`src/rtl/maze_grid_ctrl.sv`:
```
// Maze grid owner: 4x5 cell state, GPIO packet sequencer and registered VGA read port.
// Define MAZE_GRID_FRONTIER_EN to mark unvisited neighbours of each new cell as 11.
`timescale 1ns/1ps
module maze_grid_ctrl #(
    parameter int unsigned ROWS    = 4,
    parameter int unsigned COLS    = 5,
    parameter int unsigned CELL_PX = 50
) (
    input  logic       CLOCK,
    input  logic       RESET_N,
    input  logic [4:0] PKT_DATA,
    input  logic       PKT_STROBE,
    output logic       PKT_ACK,
    input  logic [9:0] PIXEL_X,
    input  logic [9:0] PIXEL_Y,
    output logic [1:0] GRID_DATA,
    output logic [4:0] CUR_POS,
    output logic       CUR_VALID,
    output logic [4:0] VISIT_COUNT,
    output logic       DONE,
    output logic       ERR_PKT
);

    localparam int unsigned CELLS   = ROWS * COLS;
    localparam logic [4:0]  CELLS_W = 5'(CELLS);

    localparam logic [1:0] CELL_UNVISITED = 2'b00;
    localparam logic [1:0] CELL_VISITED   = 2'b01;
    localparam logic [1:0] CELL_CURRENT   = 2'b10;
    localparam logic [1:0] CELL_FUTURE    = 2'b11;

    typedef enum logic [3:0] {
        StIdle,
        StLatch,
        StWrOld,
        StWrNew,
`ifdef MAZE_GRID_FRONTIER_EN
        StFrN,
        StFrS,
        StFrW,
        StFrE,
`endif
        StAckHi
    } state_e;

    function automatic logic [4:0] cell_idx(input logic [1:0] row, input logic [2:0] col);
        return 5'(row) * 5'(COLS) + 5'(col);
    endfunction

    logic       r_stb_meta, r_stb_sync;
    logic [4:0] r_data_meta, r_data_sync;
    state_e     r_state, w_state_next;
    logic       r_ack;
    logic [1:0] r_grid [CELLS];
    logic [1:0] r_new_row, r_cur_row;
    logic [2:0] r_new_col, r_cur_col;
    logic       r_cur_valid;
    logic [4:0] r_visit;
    logic       r_err;
    logic [1:0] r_grid_data;

    logic [1:0] w_pkt_row;
    logic [2:0] w_pkt_col;
    logic       w_pkt_bad, w_pkt_dup;
    logic [4:0] w_new_idx, w_cur_idx;
    logic [4:0] w_fsm_raddr;
    logic [1:0] w_fsm_rdata;
    logic       w_we;
    logic [4:0] w_waddr;
    logic [1:0] w_wdata;
    logic [9:0] w_vga_col, w_vga_row;
    logic       w_vga_in;
    logic [4:0] w_vga_idx;

    assign w_pkt_row = r_data_sync[1:0];
    assign w_pkt_col = r_data_sync[4:2];
    assign w_pkt_bad = (int'(w_pkt_col) >= COLS) || (int'(w_pkt_row) >= ROWS);
    assign w_pkt_dup = r_cur_valid && (w_pkt_row == r_cur_row) && (w_pkt_col == r_cur_col);
    assign w_new_idx = cell_idx(r_new_row, r_new_col);
    assign w_cur_idx = cell_idx(r_cur_row, r_cur_col);

    // FSM read port; out-of-range addresses only occur for skipped neighbours.
    assign w_fsm_rdata = (int'(w_fsm_raddr) < CELLS) ? r_grid[w_fsm_raddr] : CELL_UNVISITED;

    assign w_vga_col = PIXEL_X / 10'(CELL_PX);
    assign w_vga_row = PIXEL_Y / 10'(CELL_PX);
    assign w_vga_in  = (int'(w_vga_col) < COLS) && (int'(w_vga_row) < ROWS);
    assign w_vga_idx = cell_idx(w_vga_row[1:0], w_vga_col[2:0]);

`ifdef MAZE_GRID_FRONTIER_EN
    logic       w_nb_ok;
    logic [4:0] w_nb_idx;

    always_comb begin
        w_nb_ok  = 1'b0;
        w_nb_idx = w_cur_idx;
        case (r_state)
            StFrN: begin
                w_nb_ok  = (r_cur_row != 2'd0);
                w_nb_idx = cell_idx(r_cur_row - 2'd1, r_cur_col);
            end
            StFrS: begin
                w_nb_ok  = (int'(r_cur_row) < ROWS - 1);
                w_nb_idx = cell_idx(r_cur_row + 2'd1, r_cur_col);
            end
            StFrW: begin
                w_nb_ok  = (r_cur_col != 3'd0);
                w_nb_idx = cell_idx(r_cur_row, r_cur_col - 3'd1);
            end
            StFrE: begin
                w_nb_ok  = (int'(r_cur_col) < COLS - 1);
                w_nb_idx = cell_idx(r_cur_row, r_cur_col + 3'd1);
            end
            default: ;
        endcase
    end
`endif

    always_comb begin
        w_state_next = r_state;
        w_we         = 1'b0;
        w_waddr      = w_new_idx;
        w_wdata      = CELL_CURRENT;
        w_fsm_raddr  = w_new_idx;
        unique case (r_state)
            StIdle:  if (r_stb_sync) w_state_next = StLatch;
            StLatch: w_state_next = (w_pkt_bad || w_pkt_dup) ? StAckHi : StWrOld;
            StWrOld: begin
                w_we         = r_cur_valid;
                w_waddr      = w_cur_idx;
                w_wdata      = CELL_VISITED;
                w_state_next = StWrNew;
            end
            StWrNew: begin
                w_we = 1'b1;
`ifdef MAZE_GRID_FRONTIER_EN
                w_state_next = StFrN;
`else
                w_state_next = StAckHi;
`endif
            end
`ifdef MAZE_GRID_FRONTIER_EN
            StFrN, StFrS, StFrW, StFrE: begin
                w_fsm_raddr = w_nb_idx;
                w_waddr     = w_nb_idx;
                w_wdata     = CELL_FUTURE;
                w_we        = w_nb_ok && (w_fsm_rdata == CELL_UNVISITED);
                case (r_state)
                    StFrN:   w_state_next = StFrS;
                    StFrS:   w_state_next = StFrW;
                    StFrW:   w_state_next = StFrE;
                    default: w_state_next = StAckHi;
                endcase
            end
`endif
            StAckHi: if (!r_stb_sync) w_state_next = StIdle;
            default: w_state_next = StIdle;
        endcase
    end

    always_ff @(posedge CLOCK or negedge RESET_N) begin
        if (!RESET_N) begin
            r_stb_meta  <= 1'b0;
            r_stb_sync  <= 1'b0;
            r_data_meta <= '0;
            r_data_sync <= '0;
        end else begin
            r_stb_meta  <= PKT_STROBE;
            r_stb_sync  <= r_stb_meta;
            r_data_meta <= PKT_DATA;
            r_data_sync <= r_data_meta;
        end
    end

    // Ack is registered from the next state so it rises on ACK_HI entry and falls on exit.
    always_ff @(posedge CLOCK or negedge RESET_N) begin
        if (!RESET_N) begin
            r_state <= StIdle;
            r_ack   <= 1'b0;
        end else begin
            r_state <= w_state_next;
            r_ack   <= (w_state_next == StAckHi);
        end
    end

    always_ff @(posedge CLOCK or negedge RESET_N) begin
        if (!RESET_N) begin
            r_new_row   <= '0;
            r_new_col   <= '0;
            r_cur_row   <= '0;
            r_cur_col   <= '0;
            r_cur_valid <= 1'b0;
            r_visit     <= '0;
            r_err       <= 1'b0;
        end else begin
            if (r_state == StLatch) begin
                r_new_row <= w_pkt_row;
                r_new_col <= w_pkt_col;
                if (w_pkt_bad) r_err <= 1'b1;
            end
            if (r_state == StWrNew) begin
                if ((w_fsm_rdata == CELL_UNVISITED || w_fsm_rdata == CELL_FUTURE) &&
                    (r_visit != CELLS_W)) begin
                    r_visit <= r_visit + 5'd1;
                end
                r_cur_row   <= r_new_row;
                r_cur_col   <= r_new_col;
                r_cur_valid <= 1'b1;
            end
        end
    end

    // VGA read samples the pre-write contents in the same edge as a write.
    always_ff @(posedge CLOCK or negedge RESET_N) begin
        if (!RESET_N) begin
            for (int i = 0; i < CELLS; i++) r_grid[i] <= CELL_UNVISITED;
            r_grid_data <= CELL_UNVISITED;
        end else begin
            for (int i = 0; i < CELLS; i++) begin
                if (w_we && (w_waddr == 5'(i))) r_grid[i] <= w_wdata;
            end
            r_grid_data <= w_vga_in ? r_grid[w_vga_idx] : CELL_UNVISITED;
        end
    end

    assign PKT_ACK     = r_ack;
    assign GRID_DATA   = r_grid_data;
    assign CUR_POS     = {r_cur_col, r_cur_row};
    assign CUR_VALID   = r_cur_valid;
    assign VISIT_COUNT = r_visit;
    assign DONE        = (r_visit == CELLS_W);
    assign ERR_PKT     = r_err;

endmodule

```
`config.mk`:
```
export PLATFORM = sky130hd
export DESIGN_NAME = maze_grid_ctrl
export DESIGN_NICKNAME = d
export VERILOG_FILES = /design/src/rtl/maze_grid_ctrl.sv
export SDC_FILE = /design/constraint.sdc
export NUM_CORES = 1
export LEC_CHECK = 0
export ABC_AREA = 0
export CORE_UTILIZATION = 30
export DETAILED_ROUTE_END_ITERATION = 7
export HOLD_SLACK_MARGIN = 0.15
export SYNTH_ARGS = -nofsm -noshare
export SYNTH_HDL_FRONTEND = slang
export SYNTH_SLANG_ARGS = --single-unit
```
`constraint.sdc`:
```
create_clock -name CLOCK -period 6.66 [get_ports CLOCK]
set_input_delay 0.999 -clock CLOCK [delete_from_list [all_inputs] [get_ports CLOCK]]
set_output_delay 0.999 -clock CLOCK [all_outputs]
set_load 0.05 [all_outputs]
```
==> run_results.csv, run 1 <==
group,metric,value,unit
outcome,status,"completed",
clock_tree,clk_path_buf_depth,2,
pwr,clock_power_share,0.303,
setup_path,path_class,"primary input to flip-flop",
clock_tree,clock-sinks,76,
finish,largest_register_ffs,40,
clock_tree,holdBufCountCts,0,
setup_path,r2r_end,"VISIT_COUNT[3]$_DFFE_PN0P_",
finish,post-route-util,0.360,
sta,drv_slew,0,
clock_tree,tritoncts,"yes",
min_path,hold_start,"r_data_meta[1]$_DFF_PN0_",
logic_synthesis,yosys.area.top_type,"dfrtp_1",
logic_synthesis,ys_cells,508,
finish,n_fill_cell,1653,
finish,diodes,0,
finish,final_common_cell,"dfrtp_1",
routing,initialDrtViolationCount,228,
routing,drt-total-wl,11800,um
setup_path,crit_chain,"clkdlybuf4s50_1 > or3_1 > o211ai_2 > o41ai_2 > or4b_1 > o21ai_2 > mux2_2 > o221ai_1 > a211o_1 > ha_1 > ha_1 > inv_1 > fa_1 > xor2_1 > mux4_2 > a21oi_1 > nor3_1",
logic_synthesis,yosys-top-cells-count,"76 x dfrtp_1, 52 x nor2_1, 36 x mux2_2, 33 x a21oi_1, 24 x mux4_2",
routing,wl_met1,5470,um
job,warnings,29,
sta,setup_viol,0,
routing,via_per_inst,5.32,
placement,placed_cell_area,5840,um^2
routing,dr_wl_met3,351,um
setup_path,r2r_start,"r_new_row[1]$_DFFE_PN0N_",
pwr,p_int,0.00127,W
setup_path,cpMaxStageDelayCell,"clkdlybuf4s50_1",
grt,grt_max_degree,77,
pwr,pg_seq,0.000579,W
finish,lay_top_cells,"76 x dfrtp_1, 52 x nor2_1, 40 x clkdlybuf4s50_1",
job,drv_cap,0,
pwr,switching_power,0.000680,W
routing,ant_nets,0,
logic_synthesis,top_cell_area_share,0.361,
finish,top_register,"r_grid",
pwr,combinationalPowerShare,0.400,
finish,fin_cells,768,
clock_tree,htreeDepth,3,
routing,drc,0,
sta,maxSlewHeadroom,0.237,
sta,fin_setup_tns,0,ns
setup_path,slowest_delay,0.72,ns
pwr,p_seq_frac,0.297,
setup_path,crit_buf_inv,2,
grt,grt-ovfl-total,0,
setup_path,end_kind,"flip-flop",
grt,top_usage_layer,"met2",
logic_synthesis,top_cell,"dfrtp_1",
clock_tree,root_buffer,"clkbuf_16",
logic_synthesis,ys_seq_elements,76,
setup_path,timing.critical_path.mode_cell,"ha_1",
grt,grt_pass1_wl,19900,um
setup_path,crit_arrival,6.04,ns
clock_tree,ctsResizeCount,0,
routing,top_layer_used,"met4",
die,num_rows,48,
logic_synthesis,netlist-cell-type-count,76,
clock_tree,post_cts.repair.setup_buffers,0,
grt,grt_pass1_vias,4133,
sta,rsz0062_at_grt,"no",
placement,io_buffers,41,
pwr,power.leakage,2.66,nW
logic_synthesis,synth_area_per_cell,10.4,um^2
die,die_h,135,um
sta,tightest_slew,1.13,ns
finish,drive_gt1_frac,0.184,
sta,finClkSkew,0.00733,ns
min_path,hold_path_depth,0,
routing,drt_pass1_iterations,4,
logic_synthesis,ys_warn_count,0,
min_path,hold_path_end,"r_data_sync[1]$_DFF_PN0_",
grt,antenna_found_initial,0,
clock_tree,numCtsBuffers,9,
logic_synthesis,yosys.stat.seqShare,0.361,
placement,place_inst,752,
logic_synthesis,synthesis.nets,559,
pwr,power_density,314,nW/um^2
finish,nNetsFinal,589,
sta,timing.fmax,172,MHz
setup_path,r2r_setup_slack,3.24,ns
setup_path,endpoint,"GRID_DATA[1]$_DFF_PN0_",
finish,logic_area,3120,um^2
sta,fin_crit,5.83,ns
setup_path,cp.required,6.87,ns
die,initial_core_util,0.306,
placement,place_ws,0.478,ns
grt,met3_usage,0.0180,
min_path,hold_path_class,"flip-flop to flip-flop",
sta,finalClockPeriodUsage,0.875,
die,core-area,17200,um^2
setup_path,path_depth,17,
finish,area_delta_synth_final,17.6,%
placement,dp_hpwl,8630,um
pwr,p_total,0.00195,W
pwr,power_leader,"combinational logic",
logic_synthesis,yosysChipArea,5270,um^2
logic_synthesis,syn-instance-count,508,
placement,gp_congestion,0.843,
sta,timing.hold.ws,0.347,ns
die,chipWidth,135,um
routing,met2_wirelength,5820,um
die,io_pins,44,
setup_path,rr_worst_depth,11,
routing,num_vias,4085,
pwr,switching_share,0.349,
logic_synthesis,synth-main-ff-cell,"dfrtp_1",
clock_tree,path_clk_slew,0.06,ns
setup_path,start_kind,"primary input",
finish,ff_latch_area,1900,um^2
logic_synthesis,async_reset_ff_frac,1.00,
logic_synthesis,synth-edff-count,0,
logic_synthesis,netlist_area,5270,um^2
pwr,vdd.ir_drop.worst,0.182,mV
sta,finalHoldViolCount,0,
die,dieArea,18100,um^2
setup_path,cp_top_family,"AND-OR/OR-AND gates",
clock_tree,clk_latency,0.33,ns
logic_synthesis,top_cells_by_area,"dfrtp_1 36%, mux4_2 10%, mux2_2 7.7%",
setup_path,cp_max_fo,12,
setup_path,crit_start,"PIXEL_Y[6]",
pwr,pg_comb,0.000778,W
routing,post_drt_wl_per_cell,15.4,um
pwr,clock_power,0.000590,W
## run 1: cell type report
| type | instances | area share |
|---|---|---|
| multi-input cells | 382 | 0.504 |
| flip-flops and latches | 76 | 0.307 |
| repair buffers | 45 | 0.0706 |
| well taps | 225 | 0.0454 |
| clock buffers | 9 | 0.0363 |
| clock inverters | 7 | 0.0224 |
| inverters | 24 | 0.0149 |
## run 1: cell families after synthesis
| logic type | after synthesis | synth area share |
|---|---|---|
| simple gates | 147 | 0.141 |
| mux | 66 | 0.191 |
| other cells | 1 | 0.000711 |
| buf+inv | 50 | 0.0470 |
| flops | 76 | 0.361 |
| fa+ha+maj | 24 | 0.0610 |
| compound gates | 129 | 0.174 |
| xor+xnor | 15 | 0.0249 |
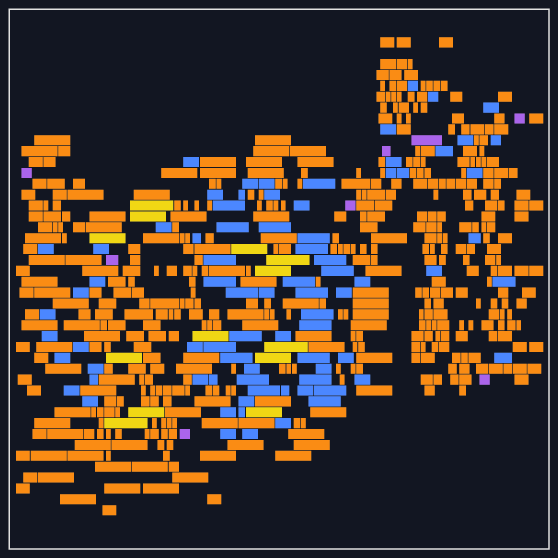
Run 1: cells by drive strength
Drawn at 4 px/um.
yellow -> x6 and larger  # cells 13, share 2.4%
purple -> x3 and x4  # cells 8, share 1.5%
blue -> x2  # cells 79, share 15%
orange -> x1 and smaller  # cells 443, share 82%
Design Area, Final: 6200 um^2
worst setup margin: 0.834 ns

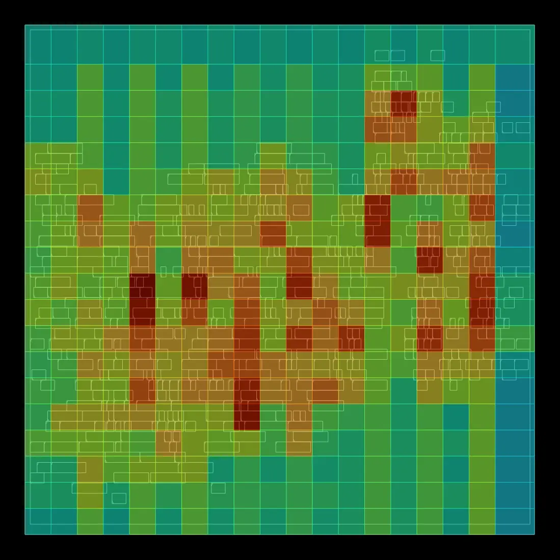
Run 1: routing congestion map
met2 Track Usage GR: 0.236
met1 Track Usage GR: 0.172
Total GRT Usage: 0.137

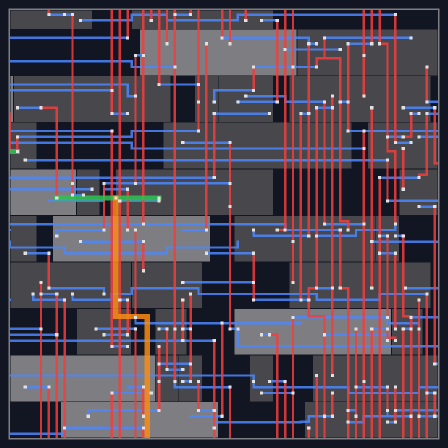
Run 1: a small window of the routed layout
Region (55, 55) to (80, 80) um. Cells in gray, sequential cells in the stronger gray; small squares are vias.
orange -> M4
blue -> M1
red -> M2
green -> M3
sequential cells in the window = 5
cells with their middle in the window = 26
netlist names of flops here include = r_grid (5)
most frequent = mux4_2 (7), nor2_1 (5), dfrtp_1 (5)

Run 1, metal 2:
Drawn at 3 px/um.
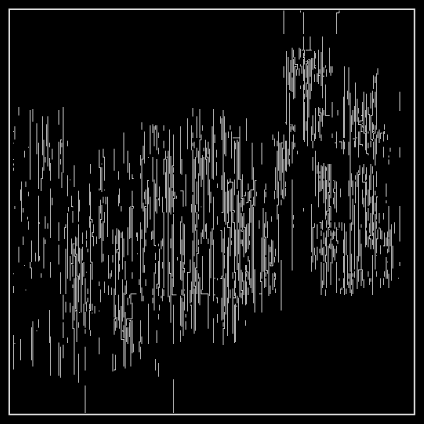

## Run 2: what changed since run 1
CORE_MARGIN = 3   (was not set)
CORE_UTILIZATION = 60   (was 30)
PLACE_DENSITY = 0.82   (was not set)
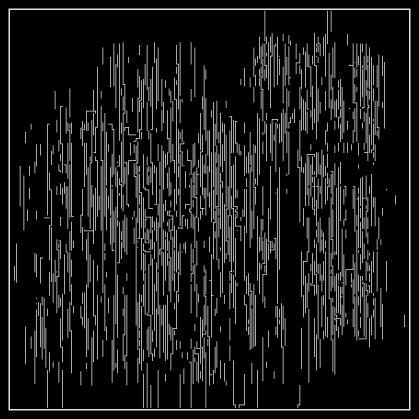
Run 2: metal 2
Drawn at 4 px/um.
main direction = vertical
wire length on this layer = 5890 um
Vias: 4166
met2 Track Usage GR: 0.426
Detailed Route WL: 11500 um

==> run_results.csv, run 2 <==
group,metric,value,unit
sta,rsz0062_at_grt,"no",
routing,via_per_inst,6.43,
logic_synthesis,synthesis.nets,559,
clock_tree,clk_path_buf_depth,2,
sta,finClkSkew,0.0113,ns
job,drv_cap,0,
min_path,hold_path_class,"flip-flop to flip-flop",
die,chipWidth,99.7,um
pwr,p_total,0.00175,W
placement,io_buffers,41,
setup_path,cp.required,6.89,ns
logic_synthesis,ys_sh_xor,0.0249,
die,die_h,99.7,um
logic_synthesis,yosys.stat.seqShare,0.361,
setup_path,cpMaxStageDelayCell,"clkdlybuf4s50_1",
finish,largest_cell_class,"combinational gates",
grt,grt_use_total,0.249,
routing,top_layer_used,"met4",
clock_tree,htreeDepth,3,
setup_path,end_kind,"flip-flop",
placement,place_inst,632,
sta,maxSlewHeadroom,0.212,
sta,timing.hold.ws,0.353,ns
pwr,p_seq_frac,0.331,
logic_synthesis,yosys.area.top_type,"dfrtp_1",
pwr,vdd.ir_drop.worst,0.265,mV
pwr,clock_power_share,0.217,
pwr,power.leakage,2.59,nW
clock_tree,clk_latency,0.36,ns
logic_synthesis,syn-instance-count,508,
grt,grt_pass1_vias,4202,
setup_path,cp_top_family,"AND-OR/OR-AND gates",
routing,initialDrtViolationCount,319,
logic_synthesis,synthAdderAreaFrac,0.0610,
pwr,pg_comb,0.000791,W
finish,nNetsFinal,589,
grt,grt_use_met1,0.315,
routing,drc,0,
routing,drt_pass1_iterations,5,
pwr,power_leader,"combinational logic",
finish,seq_share,0.322,
logic_synthesis,yosysChipArea,5270,um^2
finish,drive_gt1_frac,0.182,
routing,wl_met1,4730,um
logic_synthesis,async_reset_ff_frac,1.00,
setup_path,start_kind,"primary input",
pwr,pg_seq,0.000579,W
logic_synthesis,ys_cells,508,
sta,drv_slew,0,
sta,setup_viol,0,
finish,multi_input_comb_cells,382,
pwr,power_density,297,nW/um^2
finish,diodes,0,
finish,area_delta_synth_final,11.9,%
grt,met3_usage,0.0540,
die,num_rows,33,
die,nWellTaps,105,
logic_synthesis,top_cell,"dfrtp_1",
die,core-area,8380,um^2
setup_path,timing.critical_path.mode_cell,"mux4_2",
grt,grt_max_degree,77,
grt,antenna_found_initial,0,
logic_synthesis,ys_seq_elements,76,
finish,buffers_excl_clock,45,
clock_tree,path_clk_slew,0.08,ns
pwr,switching_power,0.000672,W
routing,dr_wl_met3,622,um
routing,ant_nets,0,
setup_path,crit_chain,"clkdlybuf4s50_1 > inv_1 > a221o_1 > a32o_1 > a31oi_4 > inv_4 > maj3_2 > o211a_1 > a2111oi_1 > a211oi_1 > ha_1 > mux4_2 > mux4_2 > a21oi_1 > nor3_1",
finish,ff_latch_area,1900,um^2
finish,post-route-util,0.704,
pwr,switching_share,0.384,
clock_tree,tritoncts,"yes",
sta,fin_crit,5.89,ns
logic_synthesis,ys_warn_count,0,
sta,finalHoldViolCount,0,
pwr,combinationalPowerShare,0.452,
finish,top_register,"r_grid",
placement,place_ws,0.478,ns
finish,flops,76,
finish,n_clock_buffer,10,
setup_path,crit_arrival,6.12,ns
logic_synthesis,synth_area_per_cell,10.4,um^2
setup_path,path_class,"primary input to flip-flop",
clock_tree,clock-sinks,76,
finish,comb_area_frac,0.529,
logic_synthesis,synth-main-ff-cell,"dfrtp_1",
logic_synthesis,simple_gate_share,0.141,
logic_synthesis,synth-edff-count,0,
routing,post_drt_wl_per_cell,17.7,um
die,dieArea,9950,um^2
logic_synthesis,aoi_share,0.174,
grt,grt_pass1_wl,19900,um
sta,timing.final.ws_setup,0.767,ns
sta,tightest_slew,1.17,ns
finish,fin_cells,648,
placement,dp_hpwl,8490,um
setup_path,r2r_setup_slack,3.27,ns
setup_path,cp_max_fo,13,
job,warnings,29,
sta,fin_setup_tns,0,ns
grt,top_usage_layer,"met2",
setup_path,crit_buf_inv,3,
logic_synthesis,top_cells_by_area,"dfrtp_1 36%, mux4_2 10%, mux2_2 7.7%",
finish,final_common_cell,"dfrtp_1",
finish,buffer_area_frac,0.0742,
finish,n_fill_cell,591,
placement,gp_congestion,0.877,
clock_tree,ctsResizeCount,0,
logic_synthesis,synth.area.mux_share,0.191,
sta,timing.fmax,170,MHz
clock_tree,numCtsBuffers,9,
logic_synthesis,yosys-top-cells-count,"76 x dfrtp_1, 52 x nor2_1, 36 x mux2_2, 33 x a21oi_1, 24 x mux4_2",
setup_path,slowest_delay,0.77,ns
routing,met2_wirelength,5890,um
outcome,status,"completed",
die,io_pins,44,
clock_tree,post_cts.repair.setup_buffers,0,
logic_synthesis,netlist_area,5270,um^2
sta,finalClockPeriodUsage,0.885,
logic_synthesis,top_cell_area_share,0.361,
finish,clkCellAreaFrac,0.0365,
pwr,p_int,0.00108,W
grt,grt-ovfl-total,0,
finish,logic_area,3120,um^2
run 2: cell counts after synthesis:
Identical to the previous run, type by type.
run 2: final timing paths:
| kind | from | cells past startpoint | endpoint |
|---|---|---|---|
| setup / recovery | PIXEL_X[9] | 15 | GRID_DATA[0]$_DFF_PN0_ |
| hold / removal | r_stb_meta$_DFF_PN0_ | 0 | r_stb_sync$_DFF_PN0_ |
| setup reg to reg | r_new_row[1]$_DFFE_PN0N_ | 11 | VISIT_COUNT[4]$_DFFE_PN0P_ |
| hold reg to reg | r_stb_meta$_DFF_PN0_ | 0 | r_stb_sync$_DFF_PN0_ |
| max in group asynchronous | RESET_N | 1 | r_grid[37]$_DFFE_PN0P_ |
| min in group asynchronous | RESET_N | 1 | r_data_meta[0]$_DFF_PN0_ |
Run 2, sequential cells colored by netlist name:
Drawn at 4 px/um. Other sequential cells in the stronger gray, the rest of the logic in the fainter gray.
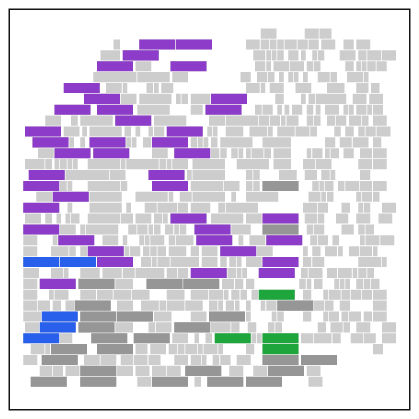

## Run 3: what changed since run 2
CTS_BUF_LIST = sky130_fd_sc_hd__clkbuf_4   (was not set)
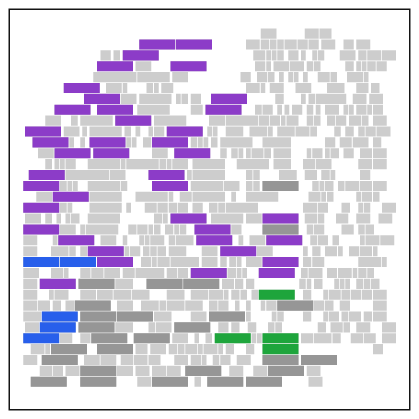
Run 3: sequential cells colored by netlist name
Drawn at 4 px/um. Other sequential cells in the stronger gray, the rest of the logic in the fainter gray.
blue -> VISIT_COUNT  # placed flops 5, where lower left
purple -> r_grid  # placed flops 40
green -> r_state  # placed flops 4
not colored = 27
fraction of area in registers: 0.325
FF+latch area: 1900 um^2
sequential power: 0.000579 W

==> run_results.csv, run 3 <==
group,metric,value,unit
job,drv_cap,0,
sta,fin_setup_tns,0,ns
pwr,switching_share,0.392,
finish,nNetsFinal,589,
routing,via_per_inst,6.41,
logic_synthesis,netlist-cell-type-count,76,
logic_synthesis,synthesis.nets,559,
min_path,hold_path_end,"r_stb_sync$_DFF_PN0_",
min_path,hold_start,"r_stb_meta$_DFF_PN0_",
pwr,power_density,288,nW/um^2
grt,top_usage_layer,"met2",
clock_tree,root_buffer,"clkbuf_4",
routing,met2_wirelength,5860,um
pwr,p_int,0.00102,W
logic_synthesis,async_reset_ff_frac,1.00,
pwr,combinationalPowerShare,0.468,
die,dieArea,9950,um^2
setup_path,cp_max_fo,13,
finish,drive_gt1_frac,0.184,
sta,timing.hold.ws,0.364,ns
sta,timing.fmax,172,MHz
finish,multi_input_comb_cells,382,
clock_tree,htreeDepth,3,
pwr,vdd.ir_drop.worst,0.248,mV
logic_synthesis,synth-main-ff-cell,"dfrtp_1",
clock_tree,holdBufCountCts,0,
clock_tree,clk_latency,0.44,ns
setup_path,r2r_start,"r_new_row[0]$_DFFE_PN0N_",
finish,n_fill_cell,604,
die,core-area,8380,um^2
grt,grt_max_degree,77,
job,warnings,29,
grt,grt_pass1_wl,19800,um
logic_synthesis,yosys-top-cells-count,"76 x dfrtp_1, 52 x nor2_1, 36 x mux2_2, 33 x a21oi_1, 24 x mux4_2",
finish,clkCellAreaFrac,0.0278,
finish,buffers_excl_clock,45,
setup_path,r2r_end,"VISIT_COUNT[4]$_DFFE_PN0P_",
grt,use_met2,0.424,
sta,tightest_slew,1.17,ns
grt,grt-ovfl-total,0,
setup_path,start_kind,"primary input",
finish,comb_area_frac,0.534,
setup_path,crit_start,"PIXEL_X[9]",
placement,dp_hpwl,8490,um
pwr,pg_comb,0.000788,W
die,die_h,99.7,um
finish,diodes,0,
logic_synthesis,yosys.stat.seqShare,0.361,
sta,rsz0062_at_grt,"no",
finish,logic_area,3120,um^2
finish,flops,76,
finish,top_register,"r_grid",
die,num_rows,33,
sta,setup_viol,0,
routing,initialDrtViolationCount,301,
sta,finalHoldViolCount,0,
placement,io_buffers,41,
routing,drc,0,
setup_path,endpoint,"GRID_DATA[0]$_DFF_PN0_",
sta,drv_slew,0,
min_path,hold_path_depth,0,
logic_synthesis,aoi_share,0.174,
clock_tree,clock-sinks,76,
finish,n_clock_buffer,10,
finish,final_common_cell,"dfrtp_1",
clock_tree,ctsResizeCount,0,
routing,num_vias,4152,
pwr,clock_power,0.000318,W
logic_synthesis,ys_sh_xor,0.0249,
clock_tree,tritoncts,"yes",
pwr,switching_power,0.000661,W
logic_synthesis,synthAdderAreaFrac,0.0610,
finish,inv_count,24,
logic_synthesis,yosysChipArea,5270,um^2
die,nWellTaps,105,
clock_tree,path_clk_slew,0.13,ns
pwr,power.leakage,2.57,nW
routing,wl_met1,4830,um
finish,area_delta_synth_final,10.9,%
die,initial_core_util,0.629,
clock_tree,clk_path_buf_depth,2,
routing,post_drt_wl_per_cell,17.6,um
grt,met3_usage,0.0414,
logic_synthesis,synth.area.mux_share,0.191,
placement,gp_congestion,0.877,
outcome,status,"completed",
grt,grt_use_met1,0.319,
die,chipWidth,99.7,um
run 3: cell counts after synthesis:
Identical to the previous run, type by type.
run 3: per-stage QoR:
stage	worst slack, ns	total power, W	utilization	std cells	cell area, um^2
finish	0.839	0.00168	0.698	648	5850
detailed placement	0.478	0.00137	0.678	632	5690
CTS	0.945	0.00169	0.698	648	5850
floorplan	1.39	0.00116	-	508	5270
global placement	0.586	0.00133	0.678	632	5690
global route	0.555	0.00180	0.698	648	5850
run 3: critical path, stage by stage:
cell and delay (ns):
clkdlybuf4s50_1 0.78, inv_1 0.18, a221o_1 0.38, a32o_1 0.27
a31oi_4 0.37, inv_4 0.08, maj3_2 0.31, o211a_1 0.25
a2111oi_1 0.44, a211oi_1 0.12, ha_1 0.65, mux4_2 0.62
mux4_2 0.47, a21oi_1 0.15, nor3_1 0.07
Power figures rest on the tool's default switching activity, not on a simulated workload.
